**Run 1: signal wires by layer**

Bar = 20 µm.
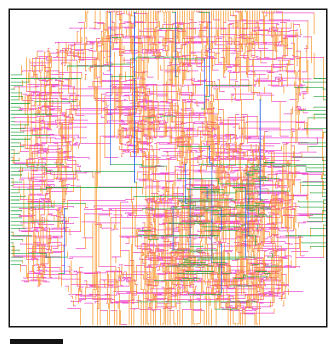
**Run 1: cell classes on the final placement**

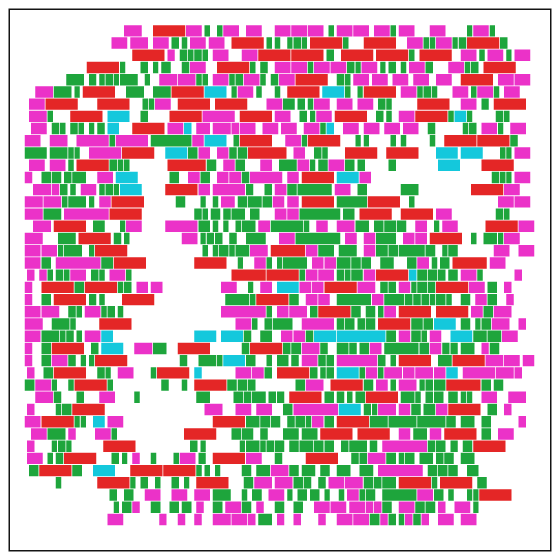
**Run 1: congestion heat map**

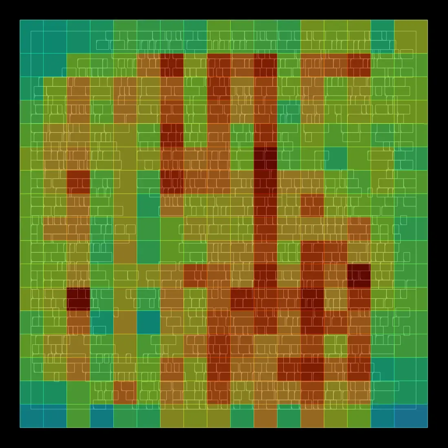
===== config.mk =====
export PLATFORM = sky130hd
export DESIGN_NAME = mem_dbg_master
export DESIGN_NICKNAME = d
export VERILOG_FILES = /design/src/rtl/mem_dbg_pkg.sv /design/src/rtl/mem_dbg_master.sv
export SDC_FILE = /design/constraint.sdc
export NUM_CORES = 1
export LEC_CHECK = 0
export CAP_MARGIN = 0
export CORE_MARGIN = 3
export CORE_UTILIZATION = 41
export CTS_BUF_LIST = sky130_fd_sc_hd__clkbuf_2 sky130_fd_sc_hd__clkbuf_4 sky130_fd_sc_hd__clkbuf_8
export CTS_CLUSTER_SIZE = 24
export DETAILED_ROUTE_END_ITERATION = 7
export PLACE_DENSITY = 0.82
export SLEW_MARGIN = 25
export SYNTH_ARGS = -nofsm -noshare
export SYNTH_HDL_FRONTEND = slang
export SYNTH_SLANG_ARGS = --single-unit

===== constraint.sdc =====
create_clock -name clk -period 2.05 [get_ports clk]
set_input_delay 0.3075 -clock clk [delete_from_list [all_inputs] [get_ports clk]]
set_output_delay 0.3075 -clock clk [all_outputs]
set_load 0.01 [all_outputs]

===== src/rtl/mem_dbg_pkg.sv =====
// rtl/mem_dbg_pkg.sv - shared types and constants for the memory-bus debug master
package mem_dbg_pkg;

    localparam int WORD_BYTES = 4;
    localparam int ADDR_W     = 32;
    localparam int DATA_W     = 32;

    typedef enum logic [2:0] {
        IDLE  = 3'd0,
        REQ   = 3'd1,
        ISSUE = 3'd2,
        WAIT  = 3'd3,
        NEXT  = 3'd4,
        DONE  = 3'd5
    } state_t;

endpackage


===== src/rtl/mem_dbg_master.sv =====
// rtl/mem_dbg_master.sv - debug initiator issuing single/burst reads and fills on the CPU memory bus
module mem_dbg_master
    import mem_dbg_pkg::*;
#(
    parameter int READ_LATENCY = 1,
    parameter int LEN_W        = 8
) (
    input  logic              clk,
    input  logic              reset,
    input  logic              cmd_valid,
    output logic              cmd_ready,
    input  logic              cmd_write,
    input  logic [ADDR_W-1:0] cmd_addr,
    input  logic [DATA_W-1:0] cmd_wdata,
    input  logic [LEN_W-1:0]  cmd_len,
    output logic              rsp_valid,
    output logic              rsp_last,
    output logic [DATA_W-1:0] rsp_rdata,
    output logic              done,
    output logic              err_align,
    output logic              bus_req,
    input  logic              bus_gnt,
    output logic              memread,
    output logic              memwrite,
    output logic [ADDR_W-1:0] mem_addr,
    output logic [DATA_W-1:0] mem_writedata,
    input  logic [DATA_W-1:0] mem_readdata
);

    localparam int              LAT_W    = (READ_LATENCY > 0) ? $clog2(READ_LATENCY + 1) : 1;
    localparam logic [LAT_W-1:0] LAT_LAST = LAT_W'(READ_LATENCY);
    localparam bit              ZERO_LAT = (READ_LATENCY == 0);

    state_t             state;
    state_t             state_nxt;
    logic               ready_q;
    logic               wr_q;
    logic [ADDR_W-1:0]  addr_q;
    logic [DATA_W-1:0]  wdata_q;
    logic [LEN_W-1:0]   remaining_q;
    logic [LAT_W-1:0]   lat_cnt;
    logic               err_align_q;
    logic               rsp_valid_q;
    logic               rsp_last_q;
    logic [DATA_W-1:0]  rsp_rdata_q;

    logic accept;
    logic aligned;
    logic issue_fire;
    logic lat_hit;
    logic last_beat;
    logic capture;

    assign accept     = (state == IDLE) && cmd_valid && ready_q;
    assign aligned    = (cmd_addr[1:0] == 2'b00);
    // A strobe only fires while the grant is held in the same cycle
    assign issue_fire = (state == ISSUE) && bus_gnt;
    assign lat_hit    = (state == WAIT) && (lat_cnt == LAT_LAST);
    assign last_beat  = (remaining_q == '0);
    assign capture    = ZERO_LAT ? (issue_fire && !wr_q) : lat_hit;

    always_comb begin
        state_nxt = state;
        unique case (state)
            IDLE:    if (accept && aligned) state_nxt = REQ;
            REQ:     if (bus_gnt) state_nxt = ISSUE;
            ISSUE: begin
                if (!bus_gnt)               state_nxt = REQ;
                else if (wr_q || ZERO_LAT)  state_nxt = NEXT;
                else                        state_nxt = WAIT;
            end
            WAIT:    if (lat_hit) state_nxt = NEXT;
            NEXT: begin
                if (last_beat)    state_nxt = DONE;
                else if (bus_gnt) state_nxt = ISSUE;
                else              state_nxt = REQ;
            end
            DONE:    state_nxt = IDLE;
            default: state_nxt = IDLE;
        endcase
    end

    always_ff @(posedge clk) begin
        if (reset) begin
            state       <= IDLE;
            ready_q     <= 1'b0;
            wr_q        <= 1'b0;
            addr_q      <= '0;
            wdata_q     <= '0;
            remaining_q <= '0;
            lat_cnt     <= '0;
            err_align_q <= 1'b0;
            rsp_valid_q <= 1'b0;
            rsp_last_q  <= 1'b0;
            rsp_rdata_q <= '0;
        end else begin
            state       <= state_nxt;
            ready_q     <= (state_nxt == IDLE);
            err_align_q <= accept && !aligned;
            rsp_valid_q <= capture;
            rsp_last_q  <= capture && last_beat;
            if (capture) rsp_rdata_q <= mem_readdata;
            if (accept && aligned) begin
                wr_q        <= cmd_write;
                addr_q      <= cmd_addr;
                wdata_q     <= cmd_wdata;
                remaining_q <= cmd_len;
            end
            if (issue_fire)
                lat_cnt <= LAT_W'(1);
            else if ((state == WAIT) && !lat_hit)
                lat_cnt <= lat_cnt + 1'b1;
            // Address wraps modulo 2^32 by construction
            if ((state == NEXT) && !last_beat) begin
                addr_q      <= addr_q + ADDR_W'(WORD_BYTES);
                remaining_q <= remaining_q - 1'b1;
            end
        end
    end

    assign cmd_ready     = ready_q;
    assign err_align     = err_align_q;
    assign rsp_valid     = rsp_valid_q;
    assign rsp_last      = rsp_last_q;
    assign rsp_rdata     = rsp_rdata_q;
    assign done          = (state == DONE);
    assign bus_req       = (state == REQ) || (state == ISSUE) || (state == WAIT) ||
                           ((state == NEXT) && !last_beat);
    assign memread       = issue_fire && !wr_q;
    assign memwrite      = issue_fire && wr_q;
    assign mem_addr      = issue_fire ? addr_q : '0;
    assign mem_writedata = memwrite ? wdata_q : '0;

endmodule


==> flow_metrics.tcl, run 1 <==
# collected from the flow reports
set metrics [dict create \
    status "complete, but fails checks" \
    violations "setup timing" \
    criticalPathCategory "reg2out" \
    io_pins 213 \
    buffering_stage_count_on_the_worst_path_with_inverters_included 5 \
    power.switching_mw 1.08 \
    cpMaxStageDelayCell "sky130_fd_sc_hd__dfxtp_4" \
    number_of_tap_cells_inserted 172 \
    cap_violations 0 \
    setup_slack_ns -0.150 \
    final_hold_viol_count 0 \
    max-vdd-ir-drop_v 0.000431 \
    busiest_layer "met2" \
    layout.cell_area.non_filler_um2 8910 \
    postSynthRegisterBits 113 \
    antenna_violating_nets_post_route 0 \
    drt-pass1-iter-count 6 \
    synth.yosys.num_cells 696 \
    die.size.y_um 120 \
    fin_crit_ns 2.20 \
    setup.worst_path.start_class "flip-flop" \
    rsz0062_at_grt "yes" \
    yosys-stat-area_um2 5350 \
    ff_count 113 \
    mi_logic_area_um2 3050 \
    final.signal_buffer_count 304 \
    yosysMostFrequentCell "sky130_fd_sc_hd__nand2_1" \
    comb.multi_input.count 516 \
    flop_cell "sky130_fd_sc_hd__dfxtp_1" \
    switching_share_pct 22.7 \
    synthToLayoutAreaGrowth_pct 66.5 \
    initial_antenna_violation_count 0 \
    buf_share_pct 33.0 \
    viasPerCell 5.46 \
    power.leakage_nw 3.44 \
    fin_skew_ns 0.00753 \
    edf_count 0 \
    setup_violations 74 \
    syn-mean-instance-area_um2 7.69 \
    fin_worst_hold_slack_ns 0.334 \
    clk-insertion-delay-late_ns 0.44 \
    chipArea_um2 14500 \
    clk_path_buf_depth 2 \
    cts_buffers 17 \
    finalMaxSlewViolations 0 \
    p_comb_share_pct 9.7 \
    grt_first_pass_wirelength_um 29100 \
    combAreaFraction_pct 34.2 \
    tritoncts "built" \
    critical_path.max_stage_delay_ns 0.35 \
    top_signal_layer_used "met4" \
    layout.filler_cells 978 \
    cell_internal_pwr_mw 3.69 \
    place.detailed.hpwl_um 12200 \
    common_cells "167 x sky130_fd_sc_hd__nand2_1, 113 x sky130_fd_sc_hd__dfxtp_1, 83 x sky130_fd_sc_hd__a21oi_1" \
    placement_stage_cell_area_um2 7990 \
    clock_sink_count 113 \
    seq_power_share_pct 47.3 \
    grt_start_max_net_pins 44 \
    mappedNetlistArea_um2 5350 \
    clk_root_buffer_cell "sky130_fd_sc_hd__clkbuf_8" \
    layout.nets 1073 \
    regArea_um2 2270 \
    final_routed_drc_violation_total 0 \
    slew_headroom_pct 64.5 \
    cts_hold_buf 0 \
    met2WireLength_um 9940 \
    grt_pass1_vias 5778 \
    cts.htree.levels 4 \
    final-clk-cell-share_pct 4.38 \
    totalWireLength_um 19900 \
    fp_util_pct 42.2 \
    power_density_nw_per_um2 536 \
    path_clk_slew_ns 0.06 \
    type_of_the_most_critical_hold_path "in2reg" \
    dpl.cell_count 1086 \
    timing.critical_path.cells "nor4bb_4 -> buf_6 -> buf_12 -> buf_12 -> buf_16 -> and3_4 -> buf_6" \
    tightestPinTransition_ns 0.532 \
    routed-via-count 6265 \
    required_ns 1.74 \
    ys_async_sr_fraction_pct 0 \
    port_buffer_count 212 \
    top_area_cell_class "logic gates" \
    met3_length_um 1560 \
    topCellsByArea "sky130_fd_sc_hd__dfxtp_1 42%, sky130_fd_sc_hd__nand2_1 12%, sky130_fd_sc_hd__a21oi_1 7.8%, sky130_fd_sc_hd__and3_1 4.7%, sky130_fd_sc_hd__and2_1 4.1%" \
    critical-path-top-delay-family "buffers and inverters" \
    yosysWarningCount 0 \
    post-synth-top-area-fraction_pct 42.3 \
    fin_crit_sh_pct 107 \
    replace_congestion 0.852 \
    final_core_utilization_pct 70.3 \
    grt_usage_pct 24.9 \
    ys_types 48 \
    timing.setup.tns_ns -5.80 \
    post_layout_nonfiller_instances 1147 \
    crit_end_category "output port" \
    antenna_diodes 0 \
    postSynthCellCount 696 \
    top_area_cell "sky130_fd_sc_hd__dfxtp_1" \
    warnings 28 \
    die_width_um 120 \
    num-clock-buffers 27 \
    max_clock_freq_ghz 0.455 \
    synthesis.nets 807 \
    final.signal_inverter_count 10 \
    drive_gt1_share_pct 26.6 \
    synth-seq-area-share_pct 42.3 \
    crit_path_max_fanout 5 \
    drt_iter0_markers 613 \
    detailed_routing_wirelength_on_met1_um 8000 \
    share_clk_of_total_power_pct 43.0 \
    arrival_ns 1.89 \
    grt.overflow.total 0 \
]
Back to the opening pictures, 'signal wires by layer':
| layer | colour | wire length |
|---|---|---|
| metal 2 | orange | 9940 µm |
| metal 1 | magenta | 8000 µm |
| metal 4 | blue | 442 µm |
| metal 3 | green | 1560 µm |

Back to the opening pictures, 'cell classes on the final placement':
| class | colour | cells | share of their area |
|---|---|---|---|
| remaining buffers and delay cells | magenta | 304 | 34% |
| combinational and other logic | green | 526 | 36% |
| sequential cells | red | 113 | 26% |
| clock drivers and dummy loads | cyan | 32 | 4.5% |
register fraction of the total cell area: 25.5%
area inside the core boundary: 12700 µm²
row count: 41

Back to the opening pictures, 'congestion heat map':
M1 GR Usage: 30.7%
grt met2 use: 42.1%
routed length per placed instance: 17.4 µm
M3 GR Usage: 7.06%

## run 1: cell families (layout without fill, tap and decap cells)
group | count (synthesis) | after routing | share of synthesized area, %
compound gates | 162 | 162 | 18.5
buf+inv | 67 | 346 | 5.33
fa+ha+maj | 2 | 2 | 0.468
flops | 113 | 113 | 42.3
simple gates | 351 | 351 | 33.2
mux | 1 | 1 | 0.210
## run 1: cell usage in the layout (no fill, tap or decap), types with 4 or more instances in the layout
| cell | count |
|---|---|
| sky130_fd_sc_hd__nand2_1 | 166 |
| sky130_fd_sc_hd__clkdlybuf4s50_1 | 142 |
| sky130_fd_sc_hd__dfxtp_1 | 107 |
| sky130_fd_sc_hd__a21oi_1 | 83 |
| sky130_fd_sc_hd__buf_4 | 65 |
| sky130_fd_sc_hd__buf_2 | 39 |
| sky130_fd_sc_hd__buf_6 | 38 |
| sky130_fd_sc_hd__a31oi_1 | 30 |
| sky130_fd_sc_hd__and3_1 | 26 |
| sky130_fd_sc_hd__and2_1 | 23 |
| sky130_fd_sc_hd__nand3_1 | 22 |
| sky130_fd_sc_hd__clkbuf_8 | 22 |
| sky130_fd_sc_hd__nor2_1 | 16 |
| sky130_fd_sc_hd__and3_4 | 14 |
| sky130_fd_sc_hd__or3_1 | 13 |
| sky130_fd_sc_hd__and2_4 | 12 |
| sky130_fd_sc_hd__o21ai_0 | 10 |
| sky130_fd_sc_hd__nand4_1 | 10 |
| sky130_fd_sc_hd__buf_12 | 9 |
| sky130_fd_sc_hd__inv_1 | 8 |
| sky130_fd_sc_hd__o211ai_1 | 8 |
| sky130_fd_sc_hd__o21ai_1 | 7 |
| sky130_fd_sc_hd__buf_16 | 6 |
| sky130_fd_sc_hd__clkbuf_4 | 5 |
| sky130_fd_sc_hd__nor2b_1 | 4 |
| sky130_fd_sc_hd__a41oi_1 | 4 |
| sky130_fd_sc_hd__or2_2 | 4 |
| sky130_fd_sc_hd__nor4_1 | 4 |
| sky130_fd_sc_hd__dfxtp_2 | 4 |
| sky130_fd_sc_hd__clkinv_2 | 4 |
## run 1: stage by stage
stage	power (mW)	setup slack, ns
after floorplan	2.43	0.00980
after global placement	2.73	-0.353
after detailed placement	2.73	-0.397
after CTS	4.78	-0.131
after global routing	4.94	-0.241
final	4.77	-0.150
## run 1: timing repair
action	4_1_cts	5_1_grt
pin swaps	3	21
setup endpoints to repair	99	99
cloned	6	2
resized	312	77
setup buffers	7	15
## run 1: path summary, 6_finish.rpt
path | from | endpoint | slack, ns | cells past startpoint
worst min register to register | rsp_rdata[20] | rsp_rdata[20] | 0.45 | 2
worst max register to register | remaining_q[1] | addr_q[21] | -0.07 | 10
worst max-delay path | state[0] | mem_writedata[26] | -0.15 | 7
worst min-delay path | reset | remaining_q[1] | 0.33 | 2
## run 1: power groups by stage
stage	clock, mW	combinational (mW)	sequential (mW)
after floorplan	0	0.133	2.30
after global placement	0	0.425	2.30
after detailed placement	0	0.431	2.30
after CTS	2.09	0.445	2.25
after global routing	2.19	0.493	2.26
final	2.05	0.463	2.26
## Run 2: what changed since run 1
CTS_CLUSTER_DIAMETER = 150   (was default)
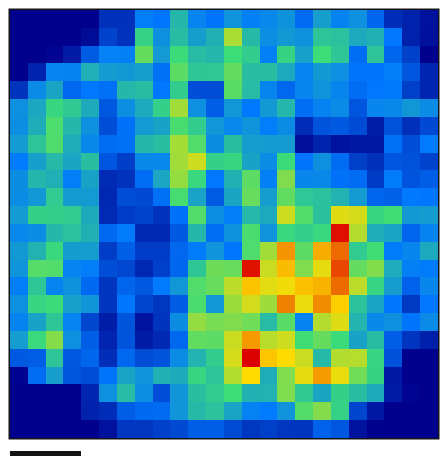
**Above:** run 2 (signal metal coverage by tile).
Bar = 20 µm. The die is cut into 24 by 24 equal tiles; dark blue is low, red is high, scaled to the fullest tile. Values are wire area over tile area, all layers added.
tiles over half the peak: 17%
mean over tiles: 0.23
nearly empty tiles: 7.1%
fullest tile: 0.70
emptiest ninth of the die: south-west

==> run 2 against run 1 <==
The flow still finishes with violations (setup timing). Register-to-register slack about the same. Count of clock-buffer cells in the layout stayed put. Total power unchanged. Via count is the same. Cell area is the same. Routed wire length is the same. Synthesized cell count unchanged. Fmax unchanged. Global-route usage unchanged. Critical endpoint unchanged. Largest cell class unchanged. Largest power group unchanged.
==> flow_metrics.tcl, run 2 <==
# collected from the flow reports
set metrics [dict create \
    status "complete, but fails checks" \
    violations "setup timing" \
    yosys-stat-area_um2 5350 \
    mappedNetlistArea_um2 5350 \
    yosysMostFrequentCell "sky130_fd_sc_hd__nand2_1" \
    cap_violations 0 \
    postSynthCellCount 696 \
    max-vdd-ir-drop_v 0.000431 \
    synthesis.nets 807 \
    clk-insertion-delay-late_ns 0.44 \
    port_buffer_count 212 \
    routed-via-count 6265 \
    fin_crit_ns 2.20 \
    required_ns 1.74 \
    drive_gt1_share_pct 26.6 \
    drt-pass1-iter-count 6 \
    grt_pass1_vias 5778 \
    critical_path.max_stage_delay_ns 0.35 \
    edf_count 0 \
    post-synth-top-area-fraction_pct 42.3 \
    criticalPathCategory "reg2out" \
    routed_wire_length_per_instance_um 17.4 \
    dpl.cell_count 1086 \
    tritoncts "built" \
    synth-seq-area-share_pct 42.3 \
    antenna_diodes 0 \
    rsz0062_at_grt "yes" \
    setup_violations 74 \
    final_routed_drc_violation_total 0 \
    type_of_the_most_critical_hold_path "in2reg" \
    arrival_ns 1.89 \
    path_clk_slew_ns 0.06 \
    grt.overflow.total 0 \
    crit_path_max_fanout 5 \
    yosysWarningCount 0 \
    layout_top_cell "sky130_fd_sc_hd__nand2_1" \
    io_pins 213 \
    grt_first_pass_wirelength_um 29100 \
    die.size.y_um 120 \
    ys_async_sr_fraction_pct 0 \
    crit_end_category "output port" \
    totalWireLength_um 19900 \
    cts_buffers 17 \
    replace_congestion 0.852 \
    final_hold_viol_count 0 \
    post_layout_nonfiller_instances 1147 \
    syn-mean-instance-area_um2 7.69 \
    buffering_stage_count_on_the_worst_path_with_inverters_included 5 \
    fin_skew_ns 0.00753 \
    common_cells "167 x sky130_fd_sc_hd__nand2_1, 113 x sky130_fd_sc_hd__dfxtp_1, 83 x sky130_fd_sc_hd__a21oi_1" \
    max_clock_freq_ghz 0.455 \
    chipArea_um2 14500 \
    postSynthRegisterBits 113 \
    fin_crit_sh_pct 107 \
    setup_slack_ns -0.150 \
    place.detailed.hpwl_um 12200 \
    warnings 28 \
    grt_start_max_net_pins 44 \
    fp_util_pct 42.2 \
    layout.filler_cells 978 \
    layout.nets 1073 \
    core-area_um2 12700 \
    design_power_total_mw 4.77 \
    pre_cts_slack_ns -0.397 \
    top_area_cell "sky130_fd_sc_hd__dfxtp_1" \
    power.leakage_nw 3.44 \
    initial_antenna_violation_count 0 \
    topCellsByArea "sky130_fd_sc_hd__dfxtp_1 42%, sky130_fd_sc_hd__nand2_1 12%, sky130_fd_sc_hd__a21oi_1 7.8%, sky130_fd_sc_hd__and3_1 4.7%, sky130_fd_sc_hd__and2_1 4.1%" \
    flop_cell "sky130_fd_sc_hd__dfxtp_1" \
    cpMaxStageDelayCell "sky130_fd_sc_hd__dfxtp_4" \
    viasPerCell 5.46 \
    power_density_nw_per_um2 536 \
    placementRows 41 \
    tightestPinTransition_ns 0.532 \
    slew_headroom_pct 64.5 \
    ys_types 48 \
    commonest_cells_after_routing_fill_and_taps_aside "166 x sky130_fd_sc_hd__nand2_1, 142 x sky130_fd_sc_hd__clkdlybuf4s50_1, 107 x sky130_fd_sc_hd__dfxtp_1" \
    critical-path-top-delay-family "buffers and inverters" \
    drt_iter0_markers 613 \
    synth.yosys.num_cells 696 \
    timing.critical_path.cells "nor4bb_4 -> buf_6 -> buf_12 -> buf_12 -> buf_16 -> and3_4 -> buf_6" \
    clk_root_buffer_cell "sky130_fd_sc_hd__clkbuf_8" \
    clock_sink_count 113 \
    timing.setup.tns_ns -5.80 \
    grt_usage_pct 24.9 \
    clk_path_buf_depth 2 \
    antenna_violating_nets_post_route 0 \
    die_width_um 120 \
    setup.worst_path.start_class "flip-flop" \
    cts.htree.levels 4 \
    finalMaxSlewViolations 0 \
    synthToLayoutAreaGrowth_pct 66.5 \
]
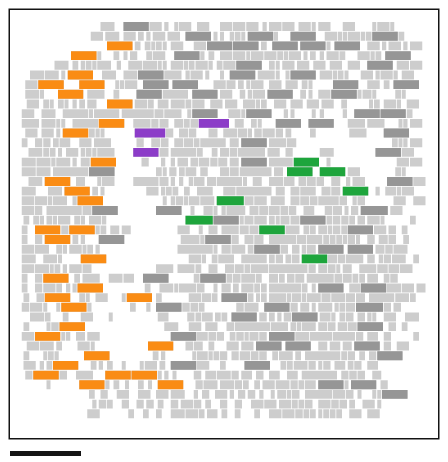
**Above:** run 2 (sequential cells grouped by signal name).
Bar = 20 µm. Other sequential cells in the stronger grey, the rest of the logic in the fainter grey.
| signal | colour | placed flops |
|---|---|---|
| state | purple | 3 |
| remaining_q | green | 8 |
| wdata_q | orange | 32 |

-- run 2: path summary, 6_finish.rpt --
path             startpoint  depth (start not counted)                end  slack, ns
min                   reset                          2     remaining_q[1]       0.33
max reg2reg  remaining_q[1]                         10         addr_q[21]      -0.07
min reg2reg   rsp_rdata[20]                          2      rsp_rdata[20]       0.45
max                state[0]                          7  mem_writedata[26]      -0.15
-- run 2: timing repair --
item	4_1_cts	5_1_grt
hold endpoints to repair	0	0
gates cloned	6	2
setup endpoints to repair	99	99
gates resized	312	77
buffers inserted	7	15
pin swaps	3	21
hold buffers	0	0
-- run 2: per-layer routing --
layer / share of wire [%] / GRT usage, %
met2: 50 / 42.1
met1: 40 / 30.7
met4: 2.2 / 8.43
met3: 7.8 / 7.06
met5: 0 / 0
-- run 2: stage by stage --
step	utilization (%)	hold WS, ns	instance area, µm²
finish	70.3	0.334	8910
global route	70.3	0.320	8910
CTS	66.5	0.309	8430
detailed placement	63.0	0.446	7990
global placement	63.0	0.439	7990
floorplan	-	0.432	5350
-- run 2: area by class of cell --
| cell class | count | area [µm²] | share of cell area [%] |
|---|---|---|---|
| Multi-Input combinational cell | 516 | 3050 | 34.2 |
| Timing Repair Buffer | 304 | 2940 | 33.0 |
| Sequential cell | 113 | 2270 | 25.5 |
| Clock buffer | 27 | 340 | 3.82 |
| Tap cell | 172 | 215 | 2.42 |
| Clock inverter | 5 | 50.0 | 0.562 |
| Inverter | 10 | 37.5 | 0.421 |
-- run 2: kinds of logic after synthesis --
family	after synthesis	synth area share [%]
buffers and inverters	67	5.33
AND-OR/OR-AND	162	18.5
multiplexers	1	0.210
adder cells (fa/ha/maj)	2	0.468
AND/OR/NAND/NOR	351	33.2
flip-flops	113	42.3
-- run 2: power breakdown --
group	internal, mW	leakage, nW	switching, mW
logic	0.284	2.31	0.179
registers	2.23	0.916	0.0293
clock network	1.18	0.211	0.873
total	3.69	3.44	1.08
## Run 3: what changed since run 2
--- a/config.mk
+++ b/config.mk
@@ -7,2 +7,3 @@
 export LEC_CHECK = 0
+export ABC_AREA = 1
 export CAP_MARGIN = 0
@@ -10,3 +11,3 @@
 export CORE_UTILIZATION = 41
-export CTS_BUF_LIST = sky130_fd_sc_hd__clkbuf_2 sky130_fd_sc_hd__clkbuf_4 sky130_fd_sc_hd__clkbuf_8
+export CTS_BUF_LIST = sky130_fd_sc_hd__clkbuf_4 sky130_fd_sc_hd__clkbuf_8 sky130_fd_sc_hd__clkbuf_16
 export CTS_CLUSTER_DIAMETER = 150
@@ -14,3 +15,3 @@
 export DETAILED_ROUTE_END_ITERATION = 7
-export PLACE_DENSITY = 0.82
+export PLACE_DENSITY = 0.81
 export SLEW_MARGIN = 25
--- a/constraint.sdc
+++ b/constraint.sdc
@@ -3,2 +3,2 @@
 set_output_delay 0.3075 -clock clk [all_outputs]
-set_load 0.01 [all_outputs]
+set_load 0.005 [all_outputs]
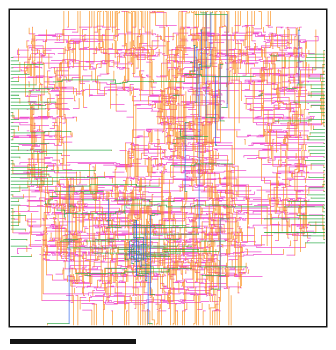
**Above:** run 3 (signal wires by layer).
Bar = 50 µm.
| layer | colour | wire length |
|---|---|---|
| metal 3 | green | 1620 µm |
| metal 2 | orange | 9000 µm |
| metal 4 | blue | 551 µm |
| metal 1 | magenta | 8180 µm |

==> run 3 against run 2 <==
Via count increased by 4.8%. The run still ends with setup timing left. Critical endpoint is now mem_writedata[30]. Final cell count up 17%. Synthesized cell count grew 33%. Global-route usage shrank 0.69 points. Die area is 8.5% higher. Highest routed layer unchanged. Count of clock-buffer cells in the layout down 5. Combinational power rose by 3%. First-iteration DRC count down 18%.
==> flow_metrics.tcl, run 3 <==
# collected from the flow reports
set metrics [dict create \
    status "complete, but fails checks" \
    violations "setup timing" \
    power_density_nw_per_um2 705 \
    cts.htree.levels 4 \
    antenna_diodes 0 \
    viasPerCell 4.91 \
    drt_iter0_markers 501 \
    fp_util_pct 43.0 \
    postSynthCellCount 923 \
    drive_gt1_share_pct 16.0 \
    layout.cell_area.non_filler_um2 8990 \
    synthToLayoutAreaGrowth_pct 54.2 \
    ys_async_sr_fraction_pct 0 \
    dpl.cell_count 1283 \
    pre_cts_slack_ns -0.187 \
    synth-compound-area-share_pct 12.6 \
    yosys-stat-area_um2 5830 \
    topCellsByArea "sky130_fd_sc_hd__dfxtp_1 39%, sky130_fd_sc_hd__nand2_1 17%, sky130_fd_sc_hd__nor2_1 9.1%, sky130_fd_sc_hd__a21oi_1 7.4%, sky130_fd_sc_hd__inv_1 7.1%" \
    top_logic_kind "simple AND/OR/NAND/NOR gates" \
    routed-via-count 6564 \
    post-synth-top-area-fraction_pct 38.8 \
    io_pins 213 \
    die.size.y_um 125 \
    tightestPinTransition_ns 0.518 \
    final_hold_viol_count 0 \
    crit_end_category "output port" \
    yosysWarningCount 0 \
    grt_usage_pct 24.3 \
    commonest_cells_after_routing_fill_and_taps_aside "270 x sky130_fd_sc_hd__nand2_1, 143 x sky130_fd_sc_hd__clkdlybuf4s50_1, 110 x sky130_fd_sc_hd__inv_1, 110 x sky130_fd_sc_hd__dfxtp_1, 105 x sky130_fd_sc_hd__nor2_1" \
    criticalPathCategory "reg2out" \
    initial_antenna_violation_count 0 \
    path_clk_slew_ns 0.05 \
    synthXorXnorAreaFrac_pct 1.05 \
    synthesis.nets 1034 \
    postSynthRegisterBits 113 \
    setup_slack_ns -0.0872 \
    post_layout_nonfiller_instances 1337 \
    clk-insertion-delay-late_ns 0.42 \
    drt-pass1-iter-count 6 \
    edf_count 0 \
    fin_skew_ns 0.00763 \
    type_of_the_most_critical_hold_path "in2reg" \
    setup_violations 33 \
    grt.overflow.total 0 \
    flop_cell "sky130_fd_sc_hd__dfxtp_1" \
    port_buffer_count 212 \
    fin_crit_sh_pct 104 \
    synth.cellmix.adderShare_pct 0.429 \
    crit_path_max_fanout 16 \
    antenna_violating_nets_post_route 0 \
    power.leakage_nw 3.60 \
    die_width_um 125 \
    ys_types 29 \
    place.detailed.hpwl_um 12600 \
    grt_first_pass_wirelength_um 31100 \
    rsz0062_at_grt "yes" \
    yosysMostFrequentCell "sky130_fd_sc_hd__nand2_1" \
    hold_path_depth 3 \
    common_cells "270 x sky130_fd_sc_hd__nand2_1, 142 x sky130_fd_sc_hd__nor2_1, 113 x sky130_fd_sc_hd__dfxtp_1" \
    layout_top_cell "sky130_fd_sc_hd__nand2_1" \
    cts_buffers 17 \
    placementRows 42 \
]
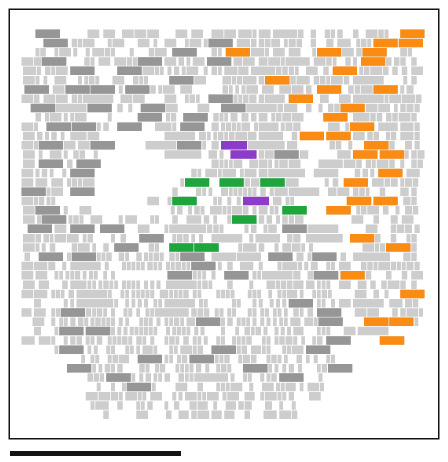
**Above:** run 3 (sequential cells grouped by signal name).
Bar = 50 µm. Other sequential cells in the stronger grey, the rest of the logic in the fainter grey.
| signal | colour | placed flops |
|---|---|---|
| state | purple | 3 |
| remaining_q | green | 8 |
| wdata_q | orange | 32 |
not coloured: 70

-- run 3: metrics by stage --
step	total power, mW	setup TNS, ns	utilization, %
after global routing	6.52	-4.17	66.3
after CTS	6.34	-3.89	65.4
after global placement	2.76	-5.30	59.4
final	6.34	-1.43	66.3
after floorplan	2.50	0	-
after detailed placement	2.77	-8.33	59.4
-- run 3: critical path: stages, from the launching register on --
cell,delay (ns)
sky130_fd_sc_hd__dfxtp_2,0.33
sky130_fd_sc_hd__nor3_4,0.23
sky130_fd_sc_hd__nand2_4,0.09
sky130_fd_sc_hd__buf_6,0.13
sky130_fd_sc_hd__nor2_4,0.11
sky130_fd_sc_hd__buf_12,0.12
sky130_fd_sc_hd__buf_12,0.11
sky130_fd_sc_hd__inv_12,0.06
sky130_fd_sc_hd__nor2_2,0.09
sky130_fd_sc_hd__buf_2,0.13
-- run 3: report_power, final --
group,internal (mW),switching (mW),leakage [nW]
registers,2.25,0.0304,0.915
clock network,2.54,1.04,0.342
logic,0.268,0.211,2.35
total,5.05,1.28,3.60
-- run 3: area by class of cell --
type | instances | area (µm²) | share of cell area (%)
multi-input cells | 648 | 2990 | 33.3
repair buffers | 251 | 2330 | 25.9
flip-flops and latches | 113 | 2270 | 25.2
clock buffers | 22 | 488 | 5.43
inverters | 117 | 452 | 5.02
clock inverters | 9 | 225 | 2.50
well taps | 176 | 220 | 2.45
repair inverters | 1 | 16.3 | 0.181
-- run 3: cell families after synthesis --
| logic type | after synthesis |
|---|---|
| xor gates and xnor gates | 7 |
| DFF | 113 |
| AOI/OAI and AO/OA | 142 |
| and+or+nand+nor | 497 |
| buffers and inverters | 162 |
| adders and majority gates | 2 |
-- run 3: worst paths after layout --
path	from	to	slack [ns]
worst max register to register	state[1]	addr_q[13]	0.14
worst min-delay path	reset	rsp_rdata[16]	0.39
worst max-delay path	state[2]	mem_writedata[30]	-0.09
worst min register to register	rsp_rdata[26]	rsp_rdata[26]	0.46
-- run 3: timing repair --
action / in CTS / in global routing
setup buffers: 15 / 8
endpoints found under the setup margin: 67 / 75
resized: 236 / 57
hold buffers: 0 / 0
cloned: 3 / 0
pin swaps: 6 / 6
hold endpoints to repair: 0 / 0
-- run 3: metal layers --
metal / vias up / wire length [µm] / track usage (%)
met5: - / 0 / 0
met4: 0 / 550 / 8.29
met3: 48 / 1620 / 7.85
met2: 277 / 9000 / 40.1
met1: 2919 / 8180 / 29.9
li1: 3320 / - / -
Power is estimated from default activity; no workload was simulated.
